### src/rtl/sipo_load_ctrl_if.sv
`timescale 1ns/1ps
// sipo_load_ctrl_if: word handshake plus SIPO drive lines for sipo_load_ctrl.
// frame_cnt exists only when SIPO_LOAD_CTRL_FRAME_CNT_EN is defined.
interface sipo_load_ctrl_if #(parameter int WIDTH = 8);
   logic [WIDTH-1:0] in_data;
   logic             in_valid;
   logic             in_ready;
   logic             si;
   logic             shift_en;
   logic             latch;
   logic             busy;
   logic             done;
`ifdef SIPO_LOAD_CTRL_FRAME_CNT_EN
   logic [15:0]      frame_cnt;
`endif
   modport master (
      output in_data, in_valid,
      input  in_ready, si, shift_en, latch, busy, done
`ifdef SIPO_LOAD_CTRL_FRAME_CNT_EN
      , input frame_cnt
`endif
   );
   modport slave (
      input  in_data, in_valid,
      output in_ready, si, shift_en, latch, busy, done
`ifdef SIPO_LOAD_CTRL_FRAME_CNT_EN
      , output frame_cnt
`endif
   );
endinterface

### src/rtl/sipo_load_ctrl.sv
`timescale 1ns/1ps
// sipo_load_ctrl: accepts a word over valid/ready, shifts it onto a SIPO's SI, then pulses latch.
// Optional SIPO_LOAD_CTRL_FRAME_CNT_EN adds a 16-bit completed-frame counter.
module sipo_load_ctrl #(
   parameter int WIDTH     = 8,
   parameter bit MSB_FIRST = 1'b1,
   parameter int GAP       = 0
) (
   input logic             clk,
   input logic             rst,
   sipo_load_ctrl_if.slave bus
);
   localparam int CW = $clog2(WIDTH) + 1;
   typedef enum logic [1:0] {S_IDLE, S_SHIFT, S_LATCH, S_GAP} state_t;
   state_t           state_q, state_d;
   logic [CW-1:0]    cnt_q, cnt_d;
   logic [3:0]       gap_q, gap_d;
   logic [WIDTH-1:0] buf_q, buf_d;
   logic             ready_q, si_q, shift_en_q, latch_q, busy_q;
   logic             next_bit;
   always_comb begin
      state_d = state_q;
      cnt_d   = cnt_q;
      gap_d   = gap_q;
      buf_d   = buf_q;
      case (state_q)
         S_IDLE: if (bus.in_valid) begin
            state_d = S_SHIFT;
            cnt_d   = '0;
            buf_d   = bus.in_data;
         end
         S_SHIFT: begin
            cnt_d   = cnt_q + 1'b1;
            buf_d   = MSB_FIRST ? (buf_q << 1) : (buf_q >> 1);
            state_d = (cnt_q == CW'(WIDTH - 1)) ? S_LATCH : S_SHIFT;
         end
         S_LATCH: begin
            gap_d   = '0;
            state_d = (GAP > 0) ? S_GAP : S_IDLE;
         end
         default: begin
            gap_d   = gap_q + 1'b1;
            state_d = (gap_q == 4'(GAP - 1)) ? S_IDLE : S_GAP;
         end
      endcase
   end
   // The outgoing bit always sits at one end of the buffer, which shifts after every SHIFT cycle.
   assign next_bit = MSB_FIRST ? buf_d[WIDTH-1] : buf_d[0];
   always_ff @(posedge clk) begin
      if (rst) begin
         state_q    <= S_IDLE;
         cnt_q      <= '0;
         gap_q      <= '0;
         buf_q      <= '0;
         ready_q    <= 1'b1;
         si_q       <= 1'b0;
         shift_en_q <= 1'b0;
         latch_q    <= 1'b0;
         busy_q     <= 1'b0;
      end else begin
         state_q    <= state_d;
         cnt_q      <= cnt_d;
         gap_q      <= gap_d;
         buf_q      <= buf_d;
         ready_q    <= state_d == S_IDLE;
         si_q       <= state_d == S_SHIFT && next_bit;
         shift_en_q <= state_d == S_SHIFT;
         latch_q    <= state_d == S_LATCH;
         busy_q     <= state_d != S_IDLE;
      end
   end
   assign bus.in_ready = ready_q & ~rst;
   assign bus.si       = si_q & ~rst;
   assign bus.shift_en = shift_en_q & ~rst;
   assign bus.latch    = latch_q & ~rst;
   assign bus.done     = latch_q & ~rst;
   assign bus.busy     = busy_q & ~rst;
`ifdef SIPO_LOAD_CTRL_FRAME_CNT_EN
   logic [15:0] frame_cnt_q;
   always_ff @(posedge clk) frame_cnt_q <= rst ? '0 : frame_cnt_q + 16'(state_q == S_LATCH);
   assign bus.frame_cnt = frame_cnt_q;
`endif
endmodule

### src/flat_wrapper.sv
// flat-port wrapper written by rule: the top's interface ports become plain ports
module sipo_load_ctrl_flat 
#(
   parameter int WIDTH     = 8,
   parameter bit MSB_FIRST = 1'b1,
   parameter int GAP       = 0
)
  (clk, rst, bus_in_data, bus_in_valid, bus_in_ready, bus_si, bus_shift_en, bus_latch, bus_busy, bus_done);
  sipo_load_ctrl_if #(.WIDTH(WIDTH)) bus_i ();
  input logic clk;
  input logic rst;
  input wire logic [$bits(bus_i.in_data)-1:0] bus_in_data;
  input wire logic [$bits(bus_i.in_valid)-1:0] bus_in_valid;
  output wire logic [$bits(bus_i.in_ready)-1:0] bus_in_ready;
  output wire logic [$bits(bus_i.si)-1:0] bus_si;
  output wire logic [$bits(bus_i.shift_en)-1:0] bus_shift_en;
  output wire logic [$bits(bus_i.latch)-1:0] bus_latch;
  output wire logic [$bits(bus_i.busy)-1:0] bus_busy;
  output wire logic [$bits(bus_i.done)-1:0] bus_done;
  assign bus_i.in_data = bus_in_data;
  assign bus_i.in_valid = bus_in_valid;
  assign bus_in_ready = bus_i.in_ready;
  assign bus_si = bus_i.si;
  assign bus_shift_en = bus_i.shift_en;
  assign bus_latch = bus_i.latch;
  assign bus_busy = bus_i.busy;
  assign bus_done = bus_i.done;
  sipo_load_ctrl #(.WIDTH(WIDTH), .MSB_FIRST(MSB_FIRST), .GAP(GAP)) u_core (.clk(clk), .rst(rst), .bus(bus_i));
endmodule
### config.mk
export PLATFORM = sky130hd
export DESIGN_NAME = sipo_load_ctrl_flat
export DESIGN_NICKNAME = d
export VERILOG_FILES = /design/src/rtl/sipo_load_ctrl_if.sv /design/src/rtl/sipo_load_ctrl.sv /design/src/flat_wrapper.sv
export SDC_FILE = /design/constraint.sdc
export NUM_CORES = 1
export LEC_CHECK = 0
export CORE_MARGIN = 2
export CORE_UTILIZATION = 47
export CTS_BUF_LIST = sky130_fd_sc_hd__clkbuf_4 sky130_fd_sc_hd__clkbuf_8
export DETAILED_ROUTE_END_ITERATION = 16
export HOLD_SLACK_MARGIN = 0.1
export PLACE_DENSITY_LB_ADDON = 0.05
export SYNTH_ARGS = -nofsm -noshare
export SYNTH_HDL_FRONTEND = slang
export SYNTH_SLANG_ARGS = --single-unit
### constraint.sdc
create_clock -name clk -period 1.25 [get_ports clk]
set_input_delay 0.25 -clock clk [delete_from_list [all_inputs] [get_ports clk]]
set_output_delay 0.25 -clock clk [all_outputs]
set_load 0.03 [all_outputs]
==> images/sizes.png <==
The bar under the picture is 10 um long.
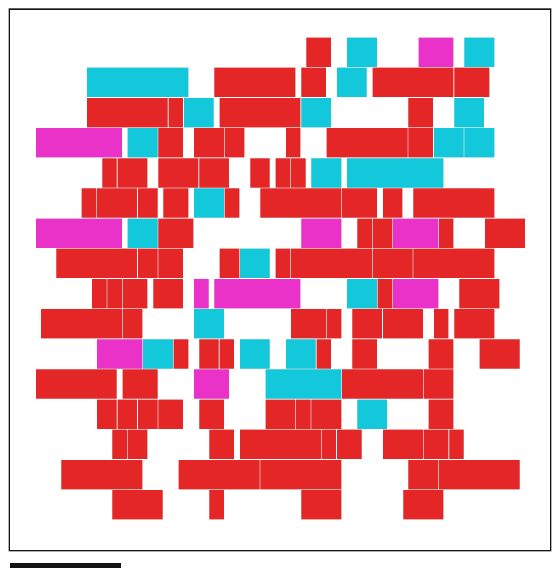
_3 and _4 cells: shown in cyan, cells 22, share 17%. _0 and _1 cells: shown in red, cells 96, share 75%. _2 cells: shown in magenta, cells 10, share 7.8%.

==> images/clocks.png <==
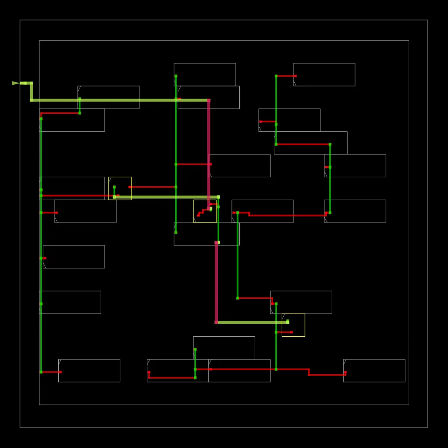
total CTS buffers: 3
clock latency on the worst-skew pair: 0.30 ns
reported clock group power: 0.000310 W
worst setup skew after layout: 0.00587 ns

==> images/placement_by_type.png <==
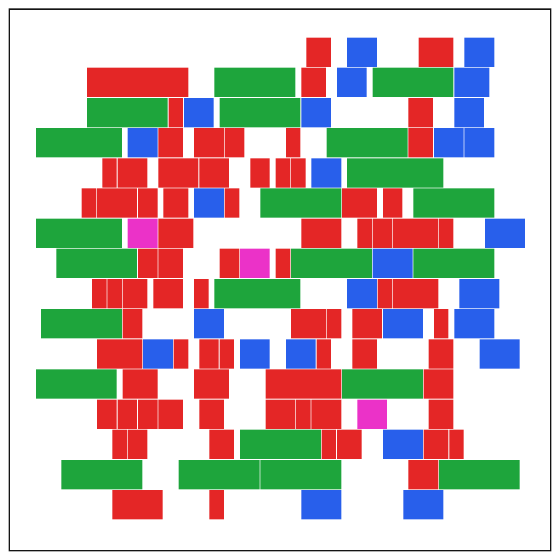
combinational and other logic: shown in red, cells 77. clock drivers: shown in magenta, cells 3. sequential cells: shown in green, cells 22. remaining buffers and delay cells: shown in blue, cells 26.

==> commit_impl_results.txt <==
Refresh implementation metrics

- The flow ran to the end, and the final reports show no timing, DRC or antenna violations.
* Most area-consuming cells after synthesis: dfxtp_1, nor2b_1, nor2_1
* Number of nets at floorplan: 118
- In this run the core area contains 16 standard-cell rows.
- Timing would allow up to 0.826 GHz.
- Before CTS, the worst setup slack after placement is -0.271 ns.
- The synthesized netlist devotes 2.67% of its cell area to adder and majority cells.
- Root Buffer Master: clkbuf_4
- The layer flagged by global routing as most heavily used is met2.
* Core utilization at floorplan: 48.8%
- Origin of the worst setup path: bus_in_valid
* Max-area cell share: 46.9%
* Tally of unique sky130hd cells used after synthesis: 33
* Slew at the pin closest to its max-slew limit: 0.295 ns
- Critical Path Fanout Max: 6
- The stat command in Yosys gives a chip area of 938 um^2.
* Number of max-slew violations in the final report: 0
- Area Overhead vs Synth: 29.9%
* First-pass GRT wire length: 3.44 mm
* Post-synth tally of flip-flops with integrated enable: 0
- Number of antenna diodes: 0
- Setup total negative slack: 0 ns
- The synthesis run shows multiplexers occupying 2.27% of the cell area.
- The stage logs contain a warning count of 27.
* Simple share: 21.5%
- Counting along the longest clock path gives a buffer depth of 2.
- Global routing used 23.1% of the available met1 tracks.
* Worst Hold Class: flip-flop to flip-flop
* Die ar.: 2370 um^2
- Crit-path slowest cell: clkdlybuf4s50_1
* Max-Cap Viols: 0
- The final route contains 821 vias.
* Leakage: 0.483 nW
- Checking max transition, the worst relative margin is 80.4%.
* Cells along the critical path: clkdlybuf4s50_1 > buf_4 > o21ba_2 > o221a_2
* Warnings from Yosys: 0
- The critical path ends at u_core.buf_q[1].
- Synthesis produced 105 cells.
==> images/clk_routes.png <==
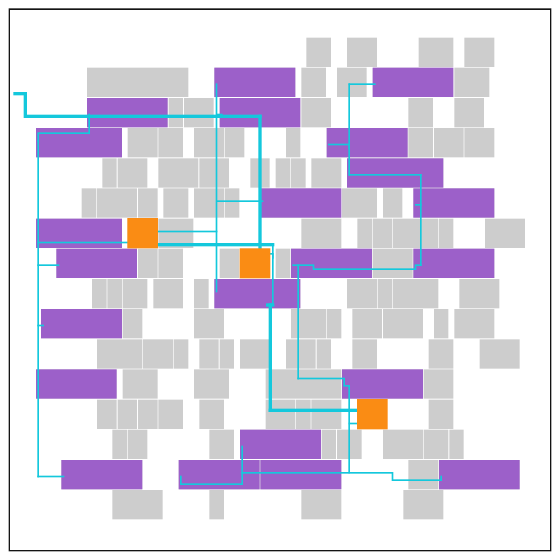
clock wires: shown in cyan, length 252 um. clock drivers: shown in orange, count 3. flip-flops: shown in purple, count 22.
Position of the flops: widely spread.

==> images/flops_by_reg.png <==
The bar under the picture is 10 um long. Other sequential cells in the stronger gray, the rest of the logic in the fainter gray.
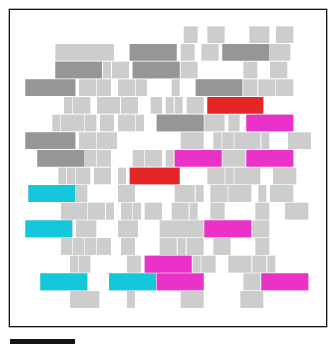
u_core.gap_q: shown in cyan, flops 4, where bottom left. u_core.buf_q: shown in magenta, flops 7. u_core.state_q: shown in red, flops 2.

-- cells by family after synthesis --
family | Yosys count
AND/OR/NAND/NOR | 40
buffers and inverters | 10
multiplexers | 2
adder cells (fa/ha/maj) | 2
AND-OR/OR-AND | 29
flip-flops | 22
-- area by class of cell --
class	count	area [um^2]	area share [%]
clock buffer	3	22.5	1.85
inverter	4	15.0	1.23
multi-input combinational	73	480	39.4
sequential	22	448	36.8
tap	27	33.8	2.77
timing repair buffer	26	219	18.0
-- power breakdown --
group / internal [W] / switching, W / total (W)
registers: 0.000735 / 0.0000230 / 0.000758
logic: 0.000104 / 0.0000897 / 0.000194
clock network: 0.000113 / 0.000198 / 0.000310
Power and IR drop assume default switching activity.
